`src/rtl/lcd_pkg.sv`:
```
// Shared definitions for the character-LCD bus scheduler.
//   - FSM state encoding (plain localparams so older code can compare against them)
//   - HD44780-style init command bytes and the init sequence length
//   - DDRAM line address bases for text producers
//   - helpers: init command lookup and long-execution command detection
package lcd_pkg;

  localparam logic [2:0] StPwrup    = 3'd0;
  localparam logic [2:0] StInitLoad = 3'd1;
  localparam logic [2:0] StSetup    = 3'd2;
  localparam logic [2:0] StEpulse   = 3'd3;
  localparam logic [2:0] StHold     = 3'd4;
  localparam logic [2:0] StExec     = 3'd5;
  localparam logic [2:0] StIdle     = 3'd6;

  localparam logic [7:0] LCD_FUNC_SET = 8'h3C;
  localparam logic [7:0] LCD_DISP_ON  = 8'h0C;
  localparam logic [7:0] LCD_ENTRY    = 8'h06;
  localparam logic [7:0] LCD_CLEAR    = 8'h01;
  localparam logic [7:0] LCD_HOME     = 8'h02;

  localparam int unsigned LCD_INIT_LEN = 4;

  localparam logic [7:0] LCD_LINE0_ADDR = 8'h80;
  localparam logic [7:0] LCD_LINE1_ADDR = 8'hC0;

  function automatic logic [7:0] init_cmd(input logic [1:0] idx);
    logic [7:0] cmd;
    case (idx)
      2'd0:    cmd = LCD_FUNC_SET;
      2'd1:    cmd = LCD_DISP_ON;
      2'd2:    cmd = LCD_ENTRY;
      default: cmd = LCD_CLEAR;
    endcase
    return cmd;
  endfunction

  // Clear and home (0x02 or 0x03, the low bit is don't-care) need the long wait.
  function automatic logic is_long_cmd(input logic rs, input logic [7:0] data);
    return !rs && (data == LCD_CLEAR || data == LCD_HOME || data == 8'h03);
  endfunction

endpackage

```
`src/rtl/lcd_bus_sched_if.sv`:
```
// Requester handshakes and LCD pin bundle for lcd_bus_sched.
//   req0_* / req1_* : valid, rs, data in; ready out (combinational accept)
//   init_done, busy : scheduler status
//   LCD_E/RS/RW/DATA: registered LCD write bus
// Modports: master = requester/pin-side view, slave = scheduler view.
interface lcd_bus_sched_if;
  logic       req0_valid;
  logic       req0_rs;
  logic [7:0] req0_data;
  logic       req0_ready;
  logic       req1_valid;
  logic       req1_rs;
  logic [7:0] req1_data;
  logic       req1_ready;
  logic       init_done;
  logic       busy;
  logic       LCD_E;
  logic       LCD_RS;
  logic       LCD_RW;
  logic [7:0] LCD_DATA;

  modport master (
    output req0_valid, req0_rs, req0_data, req1_valid, req1_rs, req1_data,
    input  req0_ready, req1_ready, init_done, busy, LCD_E, LCD_RS, LCD_RW, LCD_DATA
  );

  modport slave (
    input  req0_valid, req0_rs, req0_data, req1_valid, req1_rs, req1_data,
    output req0_ready, req1_ready, init_done, busy, LCD_E, LCD_RS, LCD_RW, LCD_DATA
  );
endinterface

```
`src/rtl/lcd_rr_arb.sv`:
```
// Two-input round-robin arbiter.
//   clk, resetn : clock, synchronous active-high reset
//   valid[1:0]  : requesters with a pending write
//   accept      : a transfer happened this cycle; the granted requester becomes "last served"
//   grant[1:0]  : one-hot grant (all zero when nothing is valid)
module lcd_rr_arb (
  input  logic       clk,
  input  logic       resetn,
  input  logic [1:0] valid,
  input  logic       accept,
  output logic [1:0] grant
);

  // 1 = requester 1 was served last; reset value makes requester 0 win the first tie.
  logic last_q, last_d;

  always_comb begin
    case (valid)
      2'b01:   grant = 2'b01;
      2'b10:   grant = 2'b10;
      2'b11:   grant = last_q ? 2'b01 : 2'b10;
      default: grant = 2'b00;
    endcase
  end

  always_comb begin
    last_d = last_q;
    if (accept) last_d = grant[1];
  end

  always_ff @(posedge clk) begin
    if (resetn) last_q <= 1'b1;
    else        last_q <= last_d;
  end

endmodule

```
`src/rtl/lcd_bus_sched.sv`:
```
// Character-LCD write bus scheduler.
// After reset it idles the bus for T_POWERUP cycles, sends the four init commands, then
// serves two requesters round-robin. Every accepted byte becomes one timed write:
// SETUP (E low) -> EPULSE (E high) -> HOLD (E low) -> EXEC wait.
//   clk    : system clock
//   resetn : synchronous reset, active high
//   bus    : lcd_bus_sched_if.slave (requester handshakes, status, LCD pins)
module lcd_bus_sched
  import lcd_pkg::*;
#(
  parameter int unsigned T_POWERUP   = 70,
  parameter int unsigned T_SETUP     = 1,
  parameter int unsigned T_EPW       = 2,
  parameter int unsigned T_HOLD      = 1,
  parameter int unsigned T_EXEC      = 20,
  parameter int unsigned T_EXEC_LONG = 200
) (
  input  logic           clk,
  input  logic           resetn,
  lcd_bus_sched_if.slave bus
);

  localparam int unsigned CntMax = (T_POWERUP > T_EXEC_LONG) ? T_POWERUP : T_EXEC_LONG;
  localparam int unsigned CntW   = $clog2(CntMax + 1);

  logic [2:0]      state_q, state_d;
  logic [CntW-1:0] cnt_q, cnt_d;
  logic [1:0]      idx_q, idx_d;
  logic            init_done_q, init_done_d;
  logic            e_q, e_d;
  logic            rs_q, rs_d;
  logic [7:0]      data_q, data_d;

  logic [1:0]      grant;
  logic            idle;
  logic            xfer0, xfer1;
  logic [CntW-1:0] exec_last;

  assign idle  = (state_q == StIdle);
  assign xfer0 = bus.req0_valid && bus.req0_ready;
  assign xfer1 = bus.req1_valid && bus.req1_ready;

  lcd_rr_arb u_arb (
    .clk    (clk),
    .resetn (resetn),
    .valid  ({bus.req1_valid, bus.req0_valid}),
    .accept (xfer0 || xfer1),
    .grant  (grant)
  );

  assign bus.req0_ready = idle && init_done_q && grant[0];
  assign bus.req1_ready = idle && init_done_q && grant[1];

  // Exec length follows the byte currently on the bus (it is held through EXEC).
  assign exec_last = is_long_cmd(rs_q, data_q) ? CntW'(T_EXEC_LONG - 1) : CntW'(T_EXEC - 1);

  always_comb begin
    state_d     = state_q;
    cnt_d       = cnt_q + CntW'(1);
    idx_d       = idx_q;
    init_done_d = init_done_q;
    e_d         = e_q;
    rs_d        = rs_q;
    data_d      = data_q;

    case (state_q)
      StPwrup: begin
        if (cnt_q == CntW'(T_POWERUP - 1)) begin
          state_d = StInitLoad;
          cnt_d   = '0;
        end
      end
      StInitLoad: begin
        rs_d    = 1'b0;
        data_d  = init_cmd(idx_q);
        state_d = StSetup;
        cnt_d   = '0;
      end
      StSetup: begin
        if (cnt_q == CntW'(T_SETUP - 1)) begin
          e_d     = 1'b1;
          state_d = StEpulse;
          cnt_d   = '0;
        end
      end
      StEpulse: begin
        if (cnt_q == CntW'(T_EPW - 1)) begin
          e_d     = 1'b0;
          state_d = StHold;
          cnt_d   = '0;
        end
      end
      StHold: begin
        if (cnt_q == CntW'(T_HOLD - 1)) begin
          state_d = StExec;
          cnt_d   = '0;
        end
      end
      StExec: begin
        if (cnt_q == exec_last) begin
          cnt_d = '0;
          if (!init_done_q && idx_q != 2'(LCD_INIT_LEN - 1)) begin
            idx_d   = idx_q + 2'd1;
            state_d = StInitLoad;
          end else begin
            init_done_d = 1'b1;
            state_d     = StIdle;
          end
        end
      end
      StIdle: begin
        cnt_d = '0;
        if (xfer0) begin
          rs_d    = bus.req0_rs;
          data_d  = bus.req0_data;
          state_d = StSetup;
        end else if (xfer1) begin
          rs_d    = bus.req1_rs;
          data_d  = bus.req1_data;
          state_d = StSetup;
        end
      end
      default: begin
        e_d     = 1'b0;
        state_d = StPwrup;
        cnt_d   = '0;
      end
    endcase
  end

  always_ff @(posedge clk) begin
    if (resetn) begin
      state_q     <= StPwrup;
      cnt_q       <= '0;
      idx_q       <= '0;
      init_done_q <= 1'b0;
      e_q         <= 1'b0;
      rs_q        <= 1'b0;
      data_q      <= 8'h00;
    end else begin
      state_q     <= state_d;
      cnt_q       <= cnt_d;
      idx_q       <= idx_d;
      init_done_q <= init_done_d;
      e_q         <= e_d;
      rs_q        <= rs_d;
      data_q      <= data_d;
    end
  end

  assign bus.init_done = init_done_q;
  assign bus.busy      = !idle;
  assign bus.LCD_E     = e_q;
  assign bus.LCD_RS    = rs_q;
  assign bus.LCD_RW    = 1'b0;
  assign bus.LCD_DATA  = data_q;

endmodule
```
`src/flat_wrapper.sv`:
```
// flat-port wrapper written by rule: the top's interface ports become plain ports
module lcd_bus_sched_flat import lcd_pkg::*;
#(
  parameter int unsigned T_POWERUP   = 70,
  parameter int unsigned T_SETUP     = 1,
  parameter int unsigned T_EPW       = 2,
  parameter int unsigned T_HOLD      = 1,
  parameter int unsigned T_EXEC      = 20,
  parameter int unsigned T_EXEC_LONG = 200
)
  (clk, resetn, bus_req0_valid, bus_req0_rs, bus_req0_data, bus_req1_valid, bus_req1_rs, bus_req1_data, bus_req0_ready, bus_req1_ready, bus_init_done, bus_busy, bus_LCD_E, bus_LCD_RS, bus_LCD_RW, bus_LCD_DATA);
  lcd_bus_sched_if bus_i ();
  input  logic clk;
  input  logic resetn;
  input wire logic [$bits(bus_i.req0_valid)-1:0] bus_req0_valid;
  input wire logic [$bits(bus_i.req0_rs)-1:0] bus_req0_rs;
  input wire logic [$bits(bus_i.req0_data)-1:0] bus_req0_data;
  input wire logic [$bits(bus_i.req1_valid)-1:0] bus_req1_valid;
  input wire logic [$bits(bus_i.req1_rs)-1:0] bus_req1_rs;
  input wire logic [$bits(bus_i.req1_data)-1:0] bus_req1_data;
  output wire logic [$bits(bus_i.req0_ready)-1:0] bus_req0_ready;
  output wire logic [$bits(bus_i.req1_ready)-1:0] bus_req1_ready;
  output wire logic [$bits(bus_i.init_done)-1:0] bus_init_done;
  output wire logic [$bits(bus_i.busy)-1:0] bus_busy;
  output wire logic [$bits(bus_i.LCD_E)-1:0] bus_LCD_E;
  output wire logic [$bits(bus_i.LCD_RS)-1:0] bus_LCD_RS;
  output wire logic [$bits(bus_i.LCD_RW)-1:0] bus_LCD_RW;
  output wire logic [$bits(bus_i.LCD_DATA)-1:0] bus_LCD_DATA;
  assign bus_i.req0_valid = bus_req0_valid;
  assign bus_i.req0_rs = bus_req0_rs;
  assign bus_i.req0_data = bus_req0_data;
  assign bus_i.req1_valid = bus_req1_valid;
  assign bus_i.req1_rs = bus_req1_rs;
  assign bus_i.req1_data = bus_req1_data;
  assign bus_req0_ready = bus_i.req0_ready;
  assign bus_req1_ready = bus_i.req1_ready;
  assign bus_init_done = bus_i.init_done;
  assign bus_busy = bus_i.busy;
  assign bus_LCD_E = bus_i.LCD_E;
  assign bus_LCD_RS = bus_i.LCD_RS;
  assign bus_LCD_RW = bus_i.LCD_RW;
  assign bus_LCD_DATA = bus_i.LCD_DATA;
  lcd_bus_sched #(.T_POWERUP(T_POWERUP), .T_SETUP(T_SETUP), .T_EPW(T_EPW), .T_HOLD(T_HOLD), .T_EXEC(T_EXEC), .T_EXEC_LONG(T_EXEC_LONG)) u_core (.clk(clk), .resetn(resetn), .bus(bus_i));
endmodule
```
`config.mk`:
```
export PLATFORM = sky130hd
export DESIGN_NAME = lcd_bus_sched_flat
export DESIGN_NICKNAME = d
export VERILOG_FILES = /design/src/rtl/lcd_pkg.sv /design/src/rtl/lcd_bus_sched_if.sv /design/src/rtl/lcd_rr_arb.sv /design/src/rtl/lcd_bus_sched.sv /design/src/flat_wrapper.sv
export SDC_FILE = /design/constraint.sdc
export NUM_CORES = 1
export LEC_CHECK = 0
export CORE_AREA = 3 3 59 61
export DETAILED_ROUTE_END_ITERATION = 10
export DIE_AREA = 0 0 62 64
export PLACE_DENSITY = 0.9
export SLEW_MARGIN = 25
export SYNTH_ARGS = -nofsm -noshare
export SYNTH_HDL_FRONTEND = slang
export SYNTH_HIERARCHICAL = 1
export SYNTH_SLANG_ARGS = --single-unit
```
`constraint.sdc`:
```
create_clock -name clk -period 4.2 [get_ports clk]
set_clock_uncertainty 0.15 [all_clocks]
set_input_delay 0.84 -clock clk [delete_from_list [all_inputs] [get_ports clk]]
set_output_delay 0.84 -clock clk [all_outputs]
set_load 0.02 [all_outputs]
```
==> reports/qor.json <==
{
  "run_status": "finished, final reports clean",
  "grt_start_max_net_pins": 26,
  "cp-startpoint": "bus_req0_valid",
  "drt_iter0_drcs": 76,
  "intPower_w": 0.000448,
  "num-clock-buffers": 3,
  "tightestPinTransition_ns": 0.927,
  "synthesis.nets": 218,
  "largest_area_cell": "sky130_fd_sc_hd__dfxtp_1",
  "postLayoutCellArea_sq_um": 1950,
  "antennaDiodeCount": 0,
  "seq-cell-share_pct": 25.7,
  "top_cell_area_share_pct": 31.6,
  "max-vdd-ir-drop_v": 0.000220,
  "timing.final.ws_setup_ns": 0.719,
  "synth_cells": 188,
  "grt-busiest-layer": "met2",
  "die-height_um": 64,
  "detail_route.wl_per_cell_um": 13.7,
  "area.sequential_sq_um": 500,
  "synth_chip_area_sq_um": 1580,
  "critical-path-top-delay-family": "buffers and inverters",
  "timing.hold.worst_endpoint": "u_core/bus.LCD_DATA[2]",
  "leakage_component_of_the_power_nw": 0.752,
  "critical-path-max-stage-delay_ns": 0.61,
  "path_class": "input port to output pin",
  "r2r_slack_ns": 2.05,
  "yosys_warnings": 6,
  "whs_ns": 0.343,
  "start_kind": "input port",
  "final_cell_mix": "35 x sky130_fd_sc_hd__clkdlybuf4s50_1, 25 x sky130_fd_sc_hd__dfxtp_1, 19 x sky130_fd_sc_hd__nor2_1",
  "tritoncts_num_sinks": 25,
  "critical_path.n_buffers_inverters": 2,
  "layout.non_clock_buffers": 35,
  "stdcell_count": 259,
  "setup-tns-final_ns": 0,
  "netlist.top_cell.by_instances": "sky130_fd_sc_hd__dfxtp_1",
  "non_clock_buffer_area_share_pct": 18.0
}
power by group through the flow:
stage	combinational (W)	clock, W	sequential [W]
after floorplan	0.000224	0	0.000316
after global placement	0.000292	0	0.000323
after detailed placement	0.000298	0	0.000326
after CTS	0.000299	0.000116	0.000321
after global routing	0.000335	0.000126	0.000329
final	0.000300	0.000113	0.000323
logic make-up (layout without fill, tap and decap cells):
logic type	after synthesis	in the layout	synth area share (%)
and+or+nand+nor	74	74	24.8
AOI/OAI and AO/OA	42	42	19.2
DFF	25	25	31.6
buffers and inverters	20	47	6.24
muxes	12	12	8.29
adders and majority gates	8	8	6.32
xor gates and xnor gates	6	6	3.32
other	1	1	0.237
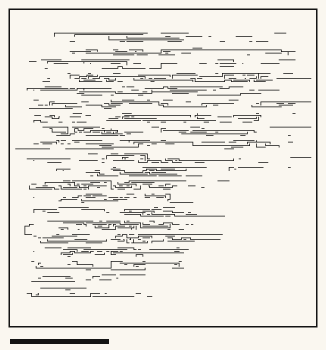
(images/layer_met1.png)
The bar under the picture is 20 um long.
nets with wire on the layer = 221
main direction = horizontal
share of all routed wire = 46%
longest straight run = 24.4 um
wire length on this layer = 1,650 um
grt met1 use: 25.4%
vias after detailed routing: 1,459

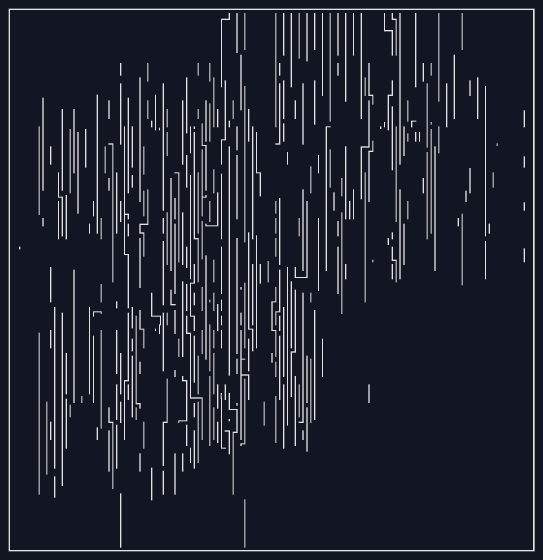
(images/layer_met2.png)
share of all routed wire = 49%
main direction = vertical
wire length on this layer = 1,750 um
nets with wire on the layer = 208
Final Routed Wirelength: 3.56 mm
met2 demand-to-capacity share in global routing: 30.7%

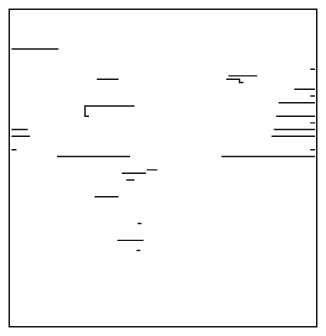
(images/layer_met3.png)
share of all routed wire = 3.7%
nets with wire on the layer = 24
met3 usage in global routing: 2.02%

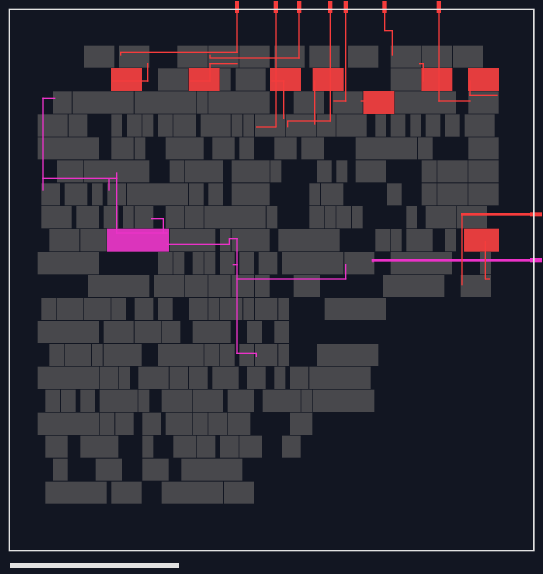
(images/io_fan.png)
The bar under the picture is 20 um long.
bus_init_done -> magenta  # bits 1, direction output, edge right, end cells 1, buffers 1, wire 97.6 um
bus_req0_data -> red  # bits 8, direction input, edge 7 top, 1 right, end cells 8, buffers 8, wire 155 um
count of buffers inserted at the top-level ports: 35
number of top-level pins: 37

No activity file was given, so power comes from the tool's default toggle rates.
